--- config.mk ---
export PLATFORM = sky130hd
export DESIGN_NAME = key_debounce_multi
export DESIGN_NICKNAME = d
export VERILOG_FILES = /design/src/rtl/key_pkg.sv /design/src/rtl/key_debounce_ch.sv /design/src/rtl/key_debounce_multi.sv
export SDC_FILE = /design/constraint.sdc
export NUM_CORES = 1
export LEC_CHECK = 0
export CAP_MARGIN = 20
export CORE_UTILIZATION = 45
export DETAILED_ROUTE_END_ITERATION = 6
export MAX_ROUTING_LAYER = met4
export SLEW_MARGIN = 20
export SYNTH_ARGS = -nofsm -noshare
export SYNTH_HDL_FRONTEND = slang
export SYNTH_SLANG_ARGS = --single-unit
--- constraint.sdc ---
create_clock -name clk -period 2.93 [get_ports clk]
set_clock_uncertainty 0.15 [all_clocks]
set_input_delay 0.4395 -clock clk [delete_from_list [all_inputs] [get_ports clk]]
set_output_delay 0.4395 -clock clk [all_outputs]
set_load 0.005 [all_outputs]
--- src/rtl/key_pkg.sv ---
// Shared definitions for the multi-channel key front end: hold-state encoding
// and counter sizing.
package key_pkg;

  localparam logic [1:0] HS_IDLE   = 2'd0;
  localparam logic [1:0] HS_HOLD   = 2'd1;
  localparam logic [1:0] HS_REPEAT = 2'd2;

  typedef enum logic [1:0] {
    IDLE   = HS_IDLE,
    HOLD   = HS_HOLD,
    REPEAT = HS_REPEAT
  } hold_state_e;

  // Counter width for a 0..max_count-1 counter; never narrower than one bit.
  function automatic int unsigned cnt_width(input int unsigned max_count);
    if (max_count < 2) begin
      return 1;
    end
    return 32'($clog2(max_count));
  endfunction

endpackage

--- src/rtl/key_debounce_ch.sv ---
// One key channel: 2-flop synchroniser, debounce, press/release strobes and a
// hold FSM producing long-press and auto-repeat strobes.
module key_debounce_ch
  import key_pkg::*;
#(
  parameter int unsigned ACTIVE_LOW   = 1,
  parameter int unsigned DEBOUNCE_CYC = 250_000,
  parameter int unsigned LONG_CYC     = 50_000_000,
  parameter int unsigned REPEAT_CYC   = 10_000_000,
  parameter int unsigned REPEAT_EN    = 1
) (
  input  logic clk,
  input  logic rst_n,
  input  logic key_i,
  output logic state_o,
  output logic press_o,
  output logic release_o,
  output logic long_o,
  output logic repeat_o
);

  localparam int unsigned DW = cnt_width(DEBOUNCE_CYC);
  localparam int unsigned LW = cnt_width(LONG_CYC);
  localparam int unsigned RW = cnt_width(REPEAT_CYC);
  // Pin level that means "released"; synchroniser resets to it.
  localparam logic REL_LVL = (ACTIVE_LOW != 0);

  logic          sync1_q;
  logic          sync2_q;
  logic          state_q;
  logic          press_q;
  logic          release_q;
  logic          long_q;
  logic          repeat_q;
  logic          long_done_q;
  logic [DW-1:0] db_cnt_q;
  logic [LW-1:0] hold_cnt_q;
  logic [RW-1:0] rep_cnt_q;
  hold_state_e   hs_q;

  logic sample;
  logic differ;
  logic accept;
  logic accept_press;
  logic accept_release;

  assign sample         = sync2_q ^ REL_LVL;
  assign differ         = (sample != state_q);
  assign accept         = differ && (db_cnt_q == DW'(DEBOUNCE_CYC - 1));
  assign accept_press   = accept && !state_q;
  assign accept_release = accept && state_q;

  // Synchroniser and debounce: state flips after DEBOUNCE_CYC differing samples.
  always_ff @(posedge clk) begin
    if (!rst_n) begin
      sync1_q   <= REL_LVL;
      sync2_q   <= REL_LVL;
      state_q   <= 1'b0;
      db_cnt_q  <= '0;
      press_q   <= 1'b0;
      release_q <= 1'b0;
    end else begin
      sync1_q   <= key_i;
      sync2_q   <= sync1_q;
      press_q   <= accept_press;
      release_q <= accept_release;
      if (accept) begin
        state_q  <= ~state_q;
        db_cnt_q <= '0;
      end else if (differ) begin
        db_cnt_q <= db_cnt_q + DW'(1);
      end else begin
        db_cnt_q <= '0;
      end
    end
  end

  // Hold FSM; an accepted release wins over any long/repeat strobe that cycle.
  always_ff @(posedge clk) begin
    if (!rst_n) begin
      hs_q        <= IDLE;
      hold_cnt_q  <= '0;
      rep_cnt_q   <= '0;
      long_done_q <= 1'b0;
      long_q      <= 1'b0;
      repeat_q    <= 1'b0;
    end else begin
      long_q   <= 1'b0;
      repeat_q <= 1'b0;
      if (accept_release) begin
        hs_q        <= IDLE;
        hold_cnt_q  <= '0;
        rep_cnt_q   <= '0;
        long_done_q <= 1'b0;
      end else begin
        case (hs_q)
          IDLE: begin
            if (accept_press) begin
              hs_q        <= HOLD;
              hold_cnt_q  <= '0;
              long_done_q <= 1'b0;
            end
          end
          HOLD: begin
            if (!long_done_q) begin
              if (hold_cnt_q == LW'(LONG_CYC - 1)) begin
                long_q <= 1'b1;
                if (REPEAT_EN != 0) begin
                  hs_q      <= REPEAT;
                  rep_cnt_q <= '0;
                end else begin
                  long_done_q <= 1'b1;
                end
              end else begin
                hold_cnt_q <= hold_cnt_q + LW'(1);
              end
            end
          end
          REPEAT: begin
            if (rep_cnt_q == RW'(REPEAT_CYC - 1)) begin
              rep_cnt_q <= '0;
              repeat_q  <= 1'b1;
            end else begin
              rep_cnt_q <= rep_cnt_q + RW'(1);
            end
          end
          default: hs_q <= IDLE;
        endcase
      end
    end
  end

  assign state_o   = state_q;
  assign press_o   = press_q;
  assign release_o = release_q;
  assign long_o    = long_q;
  assign repeat_o  = repeat_q;

endmodule

--- src/rtl/key_debounce_multi.sv ---
// N independent key channels; every output bit is a registered per-channel
// level or single-cycle strobe.
module key_debounce_multi #(
  parameter int unsigned KEY_NUM      = 5,
  parameter int unsigned ACTIVE_LOW   = 1,
  parameter int unsigned DEBOUNCE_CYC = 250_000,
  parameter int unsigned LONG_CYC     = 50_000_000,
  parameter int unsigned REPEAT_CYC   = 10_000_000,
  parameter int unsigned REPEAT_EN    = 1
) (
  input  logic               clk,
  input  logic               rst_n,
  input  logic [KEY_NUM-1:0] key_in,
  output logic [KEY_NUM-1:0] key_state,
  output logic [KEY_NUM-1:0] key_press,
  output logic [KEY_NUM-1:0] key_release,
  output logic [KEY_NUM-1:0] key_long,
  output logic [KEY_NUM-1:0] key_repeat
);

  for (genvar g = 0; g < KEY_NUM; g++) begin : g_ch
    key_debounce_ch #(
      .ACTIVE_LOW  (ACTIVE_LOW),
      .DEBOUNCE_CYC(DEBOUNCE_CYC),
      .LONG_CYC    (LONG_CYC),
      .REPEAT_CYC  (REPEAT_CYC),
      .REPEAT_EN   (REPEAT_EN)
    ) u_ch (
      .clk      (clk),
      .rst_n    (rst_n),
      .key_i    (key_in[g]),
      .state_o  (key_state[g]),
      .press_o  (key_press[g]),
      .release_o(key_release[g]),
      .long_o   (key_long[g]),
      .repeat_o (key_repeat[g])
    );
  end

endmodule
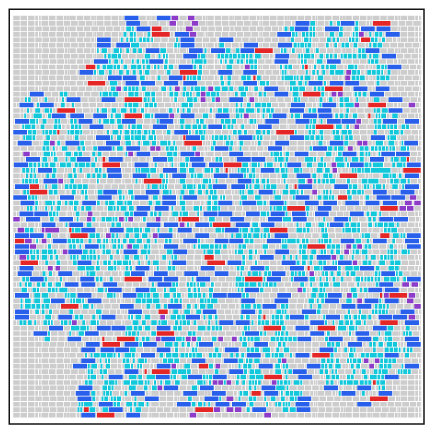
run_1/class_map.png
(2 px per um) Fill, decap, tap and diode cells in gray.
legend:
  remaining buffers and delay cells:
    color: purple
    cells: 104
  clock drivers and dummy loads:
    color: red
    cells: 75
  registers:
    color: blue
    cells: 385
  remaining logic cells:
    color: cyan
    cells: 1814

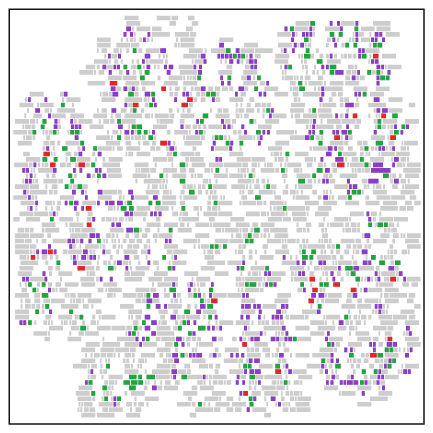
run_1/gates.png
(2 px per um)
legend:
  and/or cells:
    color: green
    cells: 224
    where: widely spread
  non-inverting ao/oa cells:
    color: red
    cells: 32
  aoi and oai cells:
    color: purple
    cells: 440
    where: widely spread

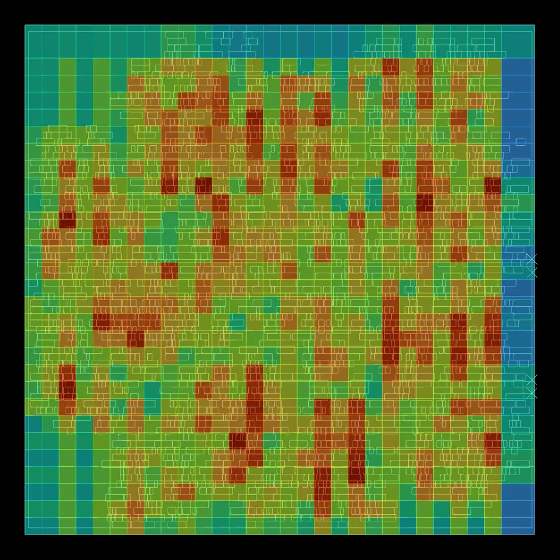
run_1/congestion_map.png
Global Route met3 Usage: 3.49%
met2 GRT Util: 32.4%
DR WL/cell: 14.9 um
met1 Resource Use GR: 27.5%
Layout Utilization: 51.5%

==> reports/qor.yml, run 1 <==
outcome: "finished, violations left"
violations: "DRC"
xor_area_share_pct: 7.39
wl_um: 43400
chipArea_um2: 42700
comb_area_share_pct: 49.3
p_clk_mw: 5.22
synth_nets: 2348
nNonClkBuffers: 104
compound_area_share_pct: 15.0
p_comb_uw: 155
die_w_um: 207
gp_congestion: 0.869
seq_share_pct: 36.4
final_nets: 2370
top_regs: "g_ch.u_ch.hold_cnt_q x130, g_ch.u_ch.rep_cnt_q x120, g_ch.u_ch.db_cnt_q x90"
drc: 4
dp_hpwl_um: 29400
crit_start: "g_ch[3].u_ch.db_cnt_q[0]"
worst-path-buf-inv: 0
critPathKind: "reg2reg"
hold_buffers: 0
largest_class: "logic gates"
p_leak_nw: 6.67
logic_family: "simple AND/OR/NAND/NOR gates"
rsz0062_at_grt: "false"
r2r_end: "g_ch[3].u_ch.hold_cnt_q[25]"
critical_path_depth: 7
ys_seq_elements: 385
top_register: "g_ch.u_ch.hold_cnt_q"
die_h_um: 207
p_int_mw: 8.38
inverters_excl_clock: 35
switchingPower_mw: 2.25
yosys_warnings: 0
required_ns: 3.24
p_per_area_nw_per_um2: 502
clkCellAreaFrac_pct: 6.41
crit_arrival_ns: 3.07
swShare_pct: 21.2
postPlaceCellArea_um2: 19800
vias_per_cell: 5.75
synth_area_um2: 18800
async_flop_share_pct: 0
cts-root-buf: "clkbuf_16"
-- run 1: metal layers --
metal	track usage (%)	share of wire, %
met5	-	0
met4	7.04	2.4
met3	3.49	4.1
met2	32.4	44
met1	27.5	49
-- run 1: placed cells by master (no fill, tap or decap), drive strengths merged, types with 40 or more instances in the layout --
cell    count
nor4       40
o21ai     133
or3        59
nand3     123
and3       58
nand4      71
nor2      318
dfxtp     385
a31oi      47
a21oi     180
xnor2      94
buf        74
xor2       65
nor3       75
clkbuf     71
nand2     162
-- run 1: worst register-to-register path: stages, from the launching register on --
cell and delay, ns:
dfxtp_1 0.34, ha_1 0.21, nand3_2 0.11, or4b_1 0.55, or3b_1 0.60, a2111oi_2 0.48
xnor2_1 0.16, nor2_1 0.05
run_1/m3.png
(2 px per um)
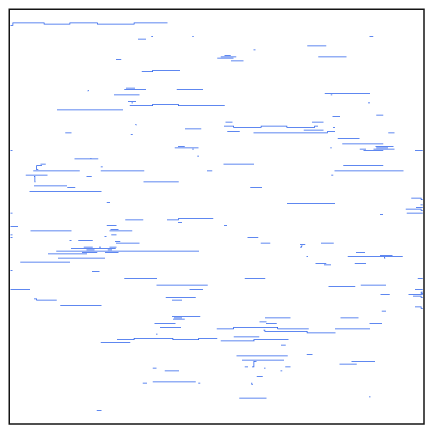

==> run 1 -> run 2 <==
PLACE_DENSITY = 0.72   (was default)
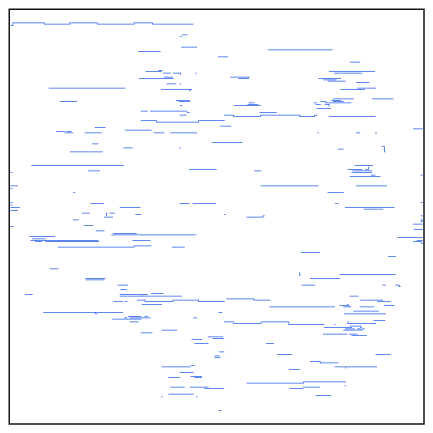
run_2/m3.png
(2 px per um)
wire length on this layer: 2070 um
share of all routed wire: 4.9%
Post-Route WL: 42400 um
Global Route met3 Usage: 3.31%

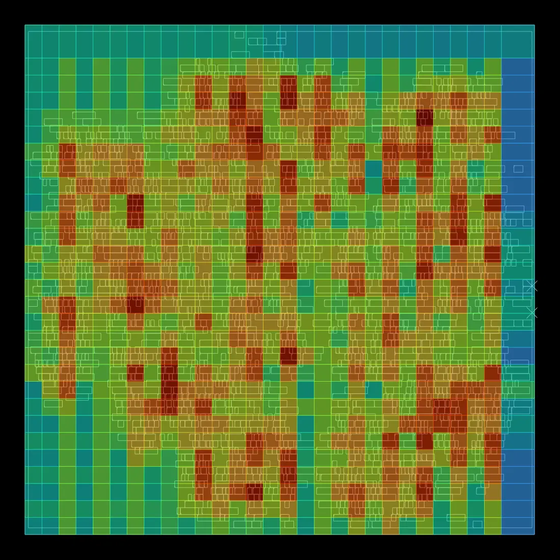
run_2/congestion_map.png
met2 GRT Util: 33.6%
Layout Utilization: 51.6%
GRT Total Usage: 20.5%
DR WL/cell: 14.6 um
met1 Resource Use GR: 26.0%

==> run 2 against run 1 <==
  * The run still ends with DRC left
  * Utilization grew 0.12 points
  * Flip-flop count unchanged
  * Non-clock buffer count is 14 lower
  * Combinational power decreased by 7%
  * Critical path type unchanged
  * Register-to-register slack worse by 0.03 ns
  * Highest routed layer unchanged
==> reports/qor.yml, run 2 <==
outcome: "finished, violations left"  # unchanged
violations: "DRC"  # unchanged
critPathKind: "reg2reg"  # unchanged
p_int_mw: 8.91  # was 8.38 mW
die_w_um: 207  # unchanged
final_cell_mix: "385 x dfxtp_1, 317 x nor2_1, 178 x a21oi_1, 162 x nand2_1, 122 x nand3_1"  # was 385 x dfxtp_1, 317 x nor2_1, 178 x a21oi_1, 161 x nand2_1, 122 x nand3_1
p_per_area_nw_per_um2: 529  # was 502 nW/um^2
lay_top_count: "dfxtp_1"  # unchanged
crit_arrival_ns: 3.08  # was 3.07 ns
busiest_layer: "met2"  # unchanged
p_comb_uw: 144  # was 155 uW
required_ns: 3.22  # was 3.24 ns
clkCellAreaFrac_pct: 7.16  # was 6.41%
hold_buffers: 0  # unchanged
inverters_excl_clock: 35  # unchanged
htree_levels: 2  # unchanged
dr_wl_met2_um: 19900  # was 19300 um
compound_area_share_pct: 15.0  # unchanged
p_clk_mw: 5.83  # was 5.22 mW
cap_violations: 0  # unchanged
postPlaceCellArea_um2: 19700  # was 19800 um^2
top_regs: "g_ch.u_ch.hold_cnt_q x130, g_ch.u_ch.rep_cnt_q x120, g_ch.u_ch.db_cnt_q x90"  # unchanged
async_flop_share_pct: 0  # unchanged
worst-path-buf-inv: 0  # unchanged
yosys_warnings: 0  # unchanged
cts-root-buf: "clkbuf_16"  # unchanged
die_h_um: 207  # unchanged
synth_nets: 2348  # unchanged
largest_class: "logic gates"  # unchanged
antenna_found_initial: 0  # unchanged
cts_buffer_depth: 3  # unchanged
comb_area_share_pct: 49.2  # was 49.3%
drc: 2  # was 4
final_nets: 2355  # was 2370
xor_area_share_pct: 7.39  # unchanged
synth_area_um2: 18800  # unchanged
nNonClkBuffers: 90  # was 104
top_layer: "met4"  # unchanged
swShare_pct: 20.6  # was 21.2%
logic_family: "simple AND/OR/NAND/NOR gates"  # unchanged
dp_hpwl_um: 28700  # was 29400 um
dr_wl_met3_um: 2070  # was 1780 um
nClkBuffers: 50  # was 71
vias_per_cell: 5.85  # was 5.75
switchingPower_mw: 2.32  # was 2.25 mW
top_register: "g_ch.u_ch.hold_cnt_q"  # unchanged
[run 2: cell families after synthesis]
logic type      Yosys count
flops                   385
mux                       3
xor+xnor                159
simple gates           1130
fa+ha+maj                15
buf+inv                 162
compound gates          472
[run 2: path summary, 6_finish.rpt]
kind / endpoint / depth (start not counted) / start
max: g_ch[3].u_ch.hold_cnt_q[21] / 7 / g_ch[3].u_ch.db_cnt_q[0]
min: g_ch[3].u_ch.sync2_q / 1 / g_ch[3].u_ch.sync1_q
max reg2reg: g_ch[3].u_ch.hold_cnt_q[21] / 7 / g_ch[3].u_ch.db_cnt_q[0]
min reg2reg: g_ch[3].u_ch.sync2_q / 1 / g_ch[3].u_ch.sync1_q
Power figures rest on the tool's default switching activity, not on a simulated workload.
